===== src/rtl/pos_packer_pkg.sv =====
// Shared definitions for the POS character packer: code points and FSM states.
package pos_packer_pkg;

  localparam logic [4:0] POS_SPACE  = 5'd0;
  localparam logic [4:0] POS_COMMA  = 5'd29;
  localparam logic [4:0] POS_PERIOD = 5'd30;
  localparam logic [4:0] POS_QMARK  = 5'd31;

  typedef enum logic [1:0] {
    FILL0 = 2'd0,
    FILL1 = 2'd1,
    FILL2 = 2'd2,
    EMIT  = 2'd3
  } packerState_t;

  // Only period and question mark end a sentence. The comma is numerically
  // adjacent to them, so it is excluded explicitly to keep that boundary visible.
  function automatic logic isTerminator(input logic [4:0] code);
    return (code != POS_COMMA) && ((code == POS_PERIOD) || (code == POS_QMARK));
  endfunction

endpackage


===== src/rtl/pos_fifo.sv =====
// Small synchronous FIFO holding incoming 5-bit character codes.
module pos_fifo #(
  parameter int FIFO_DEPTH = 4
) (
  input  logic       clk,
  input  logic       rst,
  input  logic       i_push,
  input  logic [4:0] i_din,
  input  logic       i_pop,
  output logic [4:0] o_dout,
  output logic       o_full,
  output logic       o_empty
);

  localparam int PTR_W = (FIFO_DEPTH > 1) ? $clog2(FIFO_DEPTH) : 1;
  localparam int CNT_W = PTR_W + 1;

  logic [4:0]       r_mem [FIFO_DEPTH];
  logic [PTR_W-1:0] r_wrPtr;
  logic [PTR_W-1:0] r_rdPtr;
  logic [CNT_W-1:0] r_count;
  logic             w_doPush;
  logic             w_doPop;

  assign w_doPush = i_push & ~o_full;
  assign w_doPop  = i_pop & ~o_empty;

  assign o_full  = (r_count == CNT_W'(FIFO_DEPTH));
  assign o_empty = (r_count == '0);
  assign o_dout  = r_mem[r_rdPtr];

  // Pointer and occupancy tracking; depth is a power of two so pointers wrap naturally.
  always_ff @(posedge clk) begin
    if (rst) begin
      r_wrPtr <= '0;
      r_rdPtr <= '0;
      r_count <= '0;
    end else begin
      if (w_doPush) begin
        r_wrPtr <= r_wrPtr + PTR_W'(1);
      end
      if (w_doPop) begin
        r_rdPtr <= r_rdPtr + PTR_W'(1);
      end
      case ({w_doPush, w_doPop})
        2'b10:   r_count <= r_count + CNT_W'(1);
        2'b01:   r_count <= r_count - CNT_W'(1);
        default: r_count <= r_count;
      endcase
    end
  end

  // Storage array; no reset needed because occupancy gates every read.
  always_ff @(posedge clk) begin
    if (!rst && w_doPush) begin
      r_mem[r_wrPtr] <= i_din;
    end
  end

endmodule


===== src/rtl/pos_packer.sv =====
// Packs up to three 5-bit character codes into a 16-bit word, closing a word
// early when a sentence terminator arrives.
module pos_packer
  import pos_packer_pkg::*;
#(
  parameter int FIFO_DEPTH = 4
) (
  input  logic        clk,
  input  logic        rst,
  input  logic        in_valid,
  input  logic [4:0]  in_pos,
  output logic        in_ready,
  output logic        out_valid,
  input  logic        out_ready,
  output logic [15:0] out_word,
  output logic [1:0]  out_cnt
);

  packerState_t r_state;
  packerState_t w_nextState;

  logic [4:0] w_fifoDout;
  logic       w_fifoFull;
  logic       w_fifoEmpty;
  logic       w_push;
  logic       w_pop;
  logic       w_headTerm;

  logic [4:0] r_slot0;
  logic [4:0] r_slot1;
  logic [4:0] r_slot2;
  logic       r_flag;
  logic [1:0] r_cnt;

  // A handshake seen while reset is high is dropped rather than queued.
  assign w_push     = in_valid & ~w_fifoFull & ~rst;
  assign w_headTerm = isTerminator(w_fifoDout);

  pos_fifo #(
    .FIFO_DEPTH(FIFO_DEPTH)
  ) u_fifo (
    .clk    (clk),
    .rst    (rst),
    .i_push (w_push),
    .i_din  (in_pos),
    .i_pop  (w_pop),
    .o_dout (w_fifoDout),
    .o_full (w_fifoFull),
    .o_empty(w_fifoEmpty)
  );

  // State register for the packer FSM.
  always_ff @(posedge clk) begin
    if (rst) begin
      r_state <= FILL0;
    end else begin
      r_state <= w_nextState;
    end
  end

  // Next-state and pop decision: one pop per fill cycle, none while emitting.
  always_comb begin
    w_nextState = r_state;
    w_pop       = 1'b0;
    case (r_state)
      FILL0: begin
        if (!w_fifoEmpty) begin
          w_pop       = 1'b1;
          w_nextState = w_headTerm ? EMIT : FILL1;
        end
      end
      FILL1: begin
        if (!w_fifoEmpty) begin
          w_pop       = 1'b1;
          w_nextState = w_headTerm ? EMIT : FILL2;
        end
      end
      FILL2: begin
        if (!w_fifoEmpty) begin
          w_pop       = 1'b1;
          w_nextState = EMIT;
        end
      end
      EMIT: begin
        if (out_ready) begin
          w_nextState = FILL0;
        end
      end
      default: begin
        w_nextState = FILL0;
      end
    endcase
  end

  // Slot, flag and count registers: loaded on each pop, cleared when the word is taken.
  always_ff @(posedge clk) begin
    if (rst || ((r_state == EMIT) && out_ready)) begin
      r_slot0 <= POS_SPACE;
      r_slot1 <= POS_SPACE;
      r_slot2 <= POS_SPACE;
      r_flag  <= 1'b0;
      r_cnt   <= 2'd0;
    end else if (w_pop) begin
      case (r_state)
        FILL0:   r_slot0 <= w_fifoDout;
        FILL1:   r_slot1 <= w_fifoDout;
        FILL2:   r_slot2 <= w_fifoDout;
        default: r_slot0 <= r_slot0;
      endcase
      r_cnt  <= r_cnt + 2'd1;
      r_flag <= w_headTerm;
    end
  end

  // While reset is asserted the outputs present the idle values immediately,
  // before the first reset edge has cleared the registers.
  assign in_ready  = ~w_fifoFull | rst;
  assign out_valid = (r_state == EMIT) & ~rst;
  assign out_word  = rst ? 16'h0000 : {r_flag, r_slot2, r_slot1, r_slot0};
  assign out_cnt   = rst ? 2'b00 : r_cnt;

endmodule


===== config.mk =====
export PLATFORM = sky130hd
export DESIGN_NAME = pos_packer
export DESIGN_NICKNAME = d
export VERILOG_FILES = /design/src/rtl/pos_packer_pkg.sv /design/src/rtl/pos_fifo.sv /design/src/rtl/pos_packer.sv
export SDC_FILE = /design/constraint.sdc
export NUM_CORES = 1
export LEC_CHECK = 0
export ABC_CLOCK_PERIOD_IN_PS = 6700
export CAP_MARGIN = 20
export CORE_MARGIN = 2
export CORE_UTILIZATION = 35
export CTS_CLUSTER_DIAMETER = 30
export DETAILED_ROUTE_END_ITERATION = 10
export DONT_BUFFER_PORTS = 1
export SLEW_MARGIN = 30
export SYNTH_ARGS = -nofsm -noshare
export SYNTH_HDL_FRONTEND = slang
export SYNTH_SLANG_ARGS = --single-unit

===== constraint.sdc =====
create_clock -name clk -period 6.7 [get_ports clk]
set_input_delay 0.67 -clock clk [delete_from_list [all_inputs] [get_ports clk]]
set_output_delay 0.67 -clock clk [all_outputs]
set_load 0.02 [all_outputs]

**Cell density map**

8 x 8 tiles, from white (low) to dark blue (high), 0 to 100% covered.
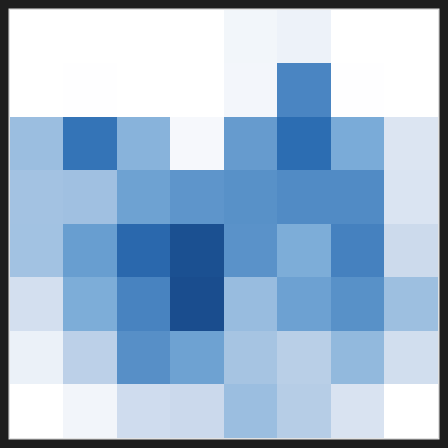
nearly empty tiles	22%
tiles over 75% full	6.2%
fullest tile	88%

**Placed cells, one color a class**

The bar under the picture is 20 µm long. Fill, decap, tap and diode cells in gray.
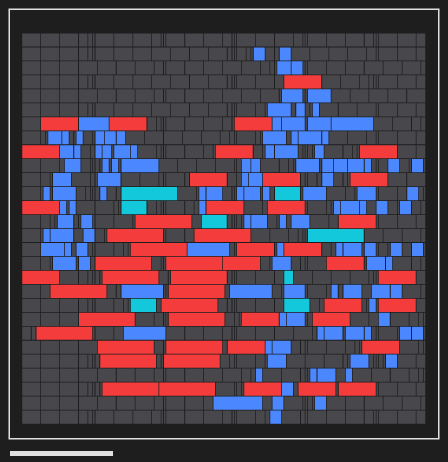
class	color	cells	share of their area
flops	red	49	51%
clock drivers and dummy loads	cyan	8	5.8%
combinational and other logic	blue	126	43%

**Port wiring**

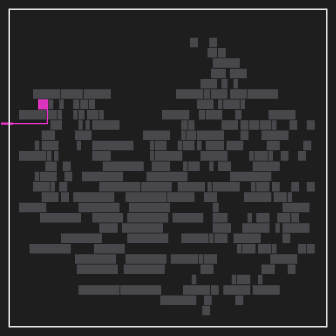
port	color	bits	direction	edge	end cells	buffers	wire
`in_valid`	magenta	1	input	left	1	0	14.4 µm

**The metal 1 layer**

Supply wires on this layer in gray.
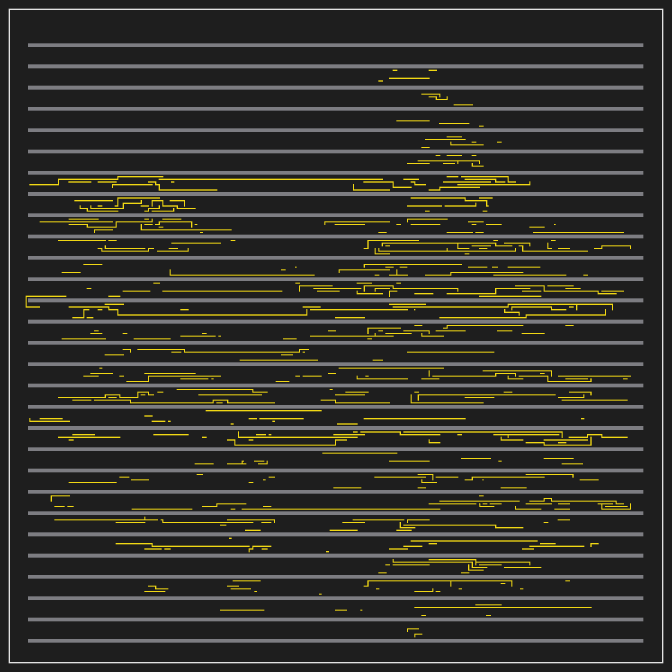
main direction	horizontal
share of all routed wire	47%

**Routing congestion**

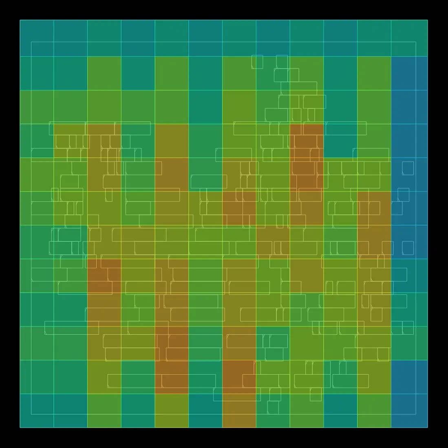
met2 Usage GRT: 17.5%
end-of-flow core utilization: 40.0%
Tot GR Track Use: 11.0%
GR Util met3: 3.58%

==> ds_physical_params.txt <==
Characteristics after synthesis and place and route

Parameter                              Value

Cells and area
  Final clock-cell share    5.58%
  Area Growth Syn to Fin    8.74%
  Largest register by flop count    u_fifo.r_mem
  Most frequent cells in the layout    29 x sky130_fd_sc_hd__dfxtp_1, 28 x sky130_fd_sc_hd__nor2_1, 20 x sky130_fd_sc_hd__nor2b_1, 20 x sky130_fd_sc_hd__edfxtp_1, 16 x sky130_fd_sc_hd__mux2i_1
  Final design instance area without fill    2400 µm²
  Number of nets in the layout    203
  Seq Cell Count    49
  Repair and plain buffers    0
  Cell kind with the greatest summed area    sequential cells
  Antenna Diode Count    0
  Share of the final layout cell area in multi-input gates    39.8%
  Number of flip-flops in the largest register    20
  Most common library cell in the layout ignoring fill and taps    sky130_fd_sc_hd__dfxtp_1
  Non-clock inverters    9
  Area used by multi-input combinational logic    955 µm²
  Final std cells w/o fill    258
  Share of cell area taken by flip-flops and latches    49.3%

Clock network
  Clk Tree Root Cell    sky130_fd_sc_hd__clkbuf_8
  Worst skew pair latency    0.30 ns
  Number of clock sinks    49
  Hold bufs inserted after CTS    0
  Htree depth    2
  Count of instances resized after the clock tree is built    0
  Total setup buffers inserted after CTS    0
  Cts bufs inserted    5

Critical path
  Startpoint of the most critical register-to-register path    u_fifo.r_count[2]$_SDFFE_PP0P_
  Endpoint of the most critical setup path    u_fifo.r_count[2]$_SDFFE_PP0P_
  Top fanout value on the critical path    5
  Depth of the most critical reg-to-reg path    10
  Setup crit start kind    register
  Worst setup startpoint    u_fifo.r_count[2]$_SDFFE_PP0P_
  Critical path arrival    2.65 ns
  Crit path depth    10
  Critical path type    register to register
  Delay-heaviest family, CP    AND-OR/OR-AND gates
  R2R Setup Slk    4.29 ns
  Crit path DRT    6.94 ns
  Kind of capture point of the worst setup path    register

Pwr
  Part of the power in registers    43.0%
  Net switching power of the design    297 µW
  Proportion of power drawn by combinational gates    31.3%
  Power per cell area    397 nW/µm²
  Biggest consumer    registers
  Total power after layout    951 µW
  Share of total power in the clock network    25.6%
  Static Leak    0.000867 µW
  Sequential cell power    409 µW

Routing
  Total met2 wirelength after detailed routing    1640 µm
  Post-DRT Antenna Nets    0
  Routed vias    1217
  WL/cell    13.9 µm
  Drt via density    4.72

Floorplan
  Area of the core region    5990 µm²
  Vertical die dimension    83.4 µm
  Chip area    6950 µm²
  FP Core Util    36.8%
  FP Rows    28

GRT
  Most utilized layer in the global route result    met2
  Largest net degree at the start of global routing    33
  Initial antenna violation count    0
  Wire length of the first global-routing pass    6020 µm

Synth
  Largest family of logic cells by area    simple AND/OR/NAND/NOR gates
  Post-synthesis cell type with the largest instance count    sky130_fd_sc_hd__dfxtp_1
  Avg Cell Area, Syn    12.1 µm²
  Yosys chip area    2200 µm²
  EDFF count, synth    20
  Most frequent cells after synthesis    29 x sky130_fd_sc_hd__dfxtp_1, 28 x sky130_fd_sc_hd__nor2_1, 20 x sky130_fd_sc_hd__edfxtp_1, 20 x sky130_fd_sc_hd__nor2b_1, 16 x sky130_fd_sc_hd__mux2i_1
  AO/OA Area Share    3.06%
  Synthesized flop and latch total    49
  Sequential area share after synthesis    53.6%
  Proportion of netlist area held by the largest area contributor    27.2%
  Mux area share    14.1%

Status
  Result of the run    finished clean

Hold path
  Beginning of the worst hold path    rst
  Worst hold path depth    1
  Hold Path Class    input port to register

Timing
  Total Negative Setup Slacks    0 ns
  Final Hold Slack    0.422 ns
  Worst clock skew    0.00805 ns
  Slew margin rel.    59.8%
  Unrepaired setup endpoints after global routing    false

Placement
  Detailed placement HPWL    2650 µm
  Placement-stage worst setup slack    4.27 ns
  Number of buffers added on ports    0

Run
  Max-cap violations    0
  Count of tool warnings    34
Power is estimated from default activity; no workload was simulated.
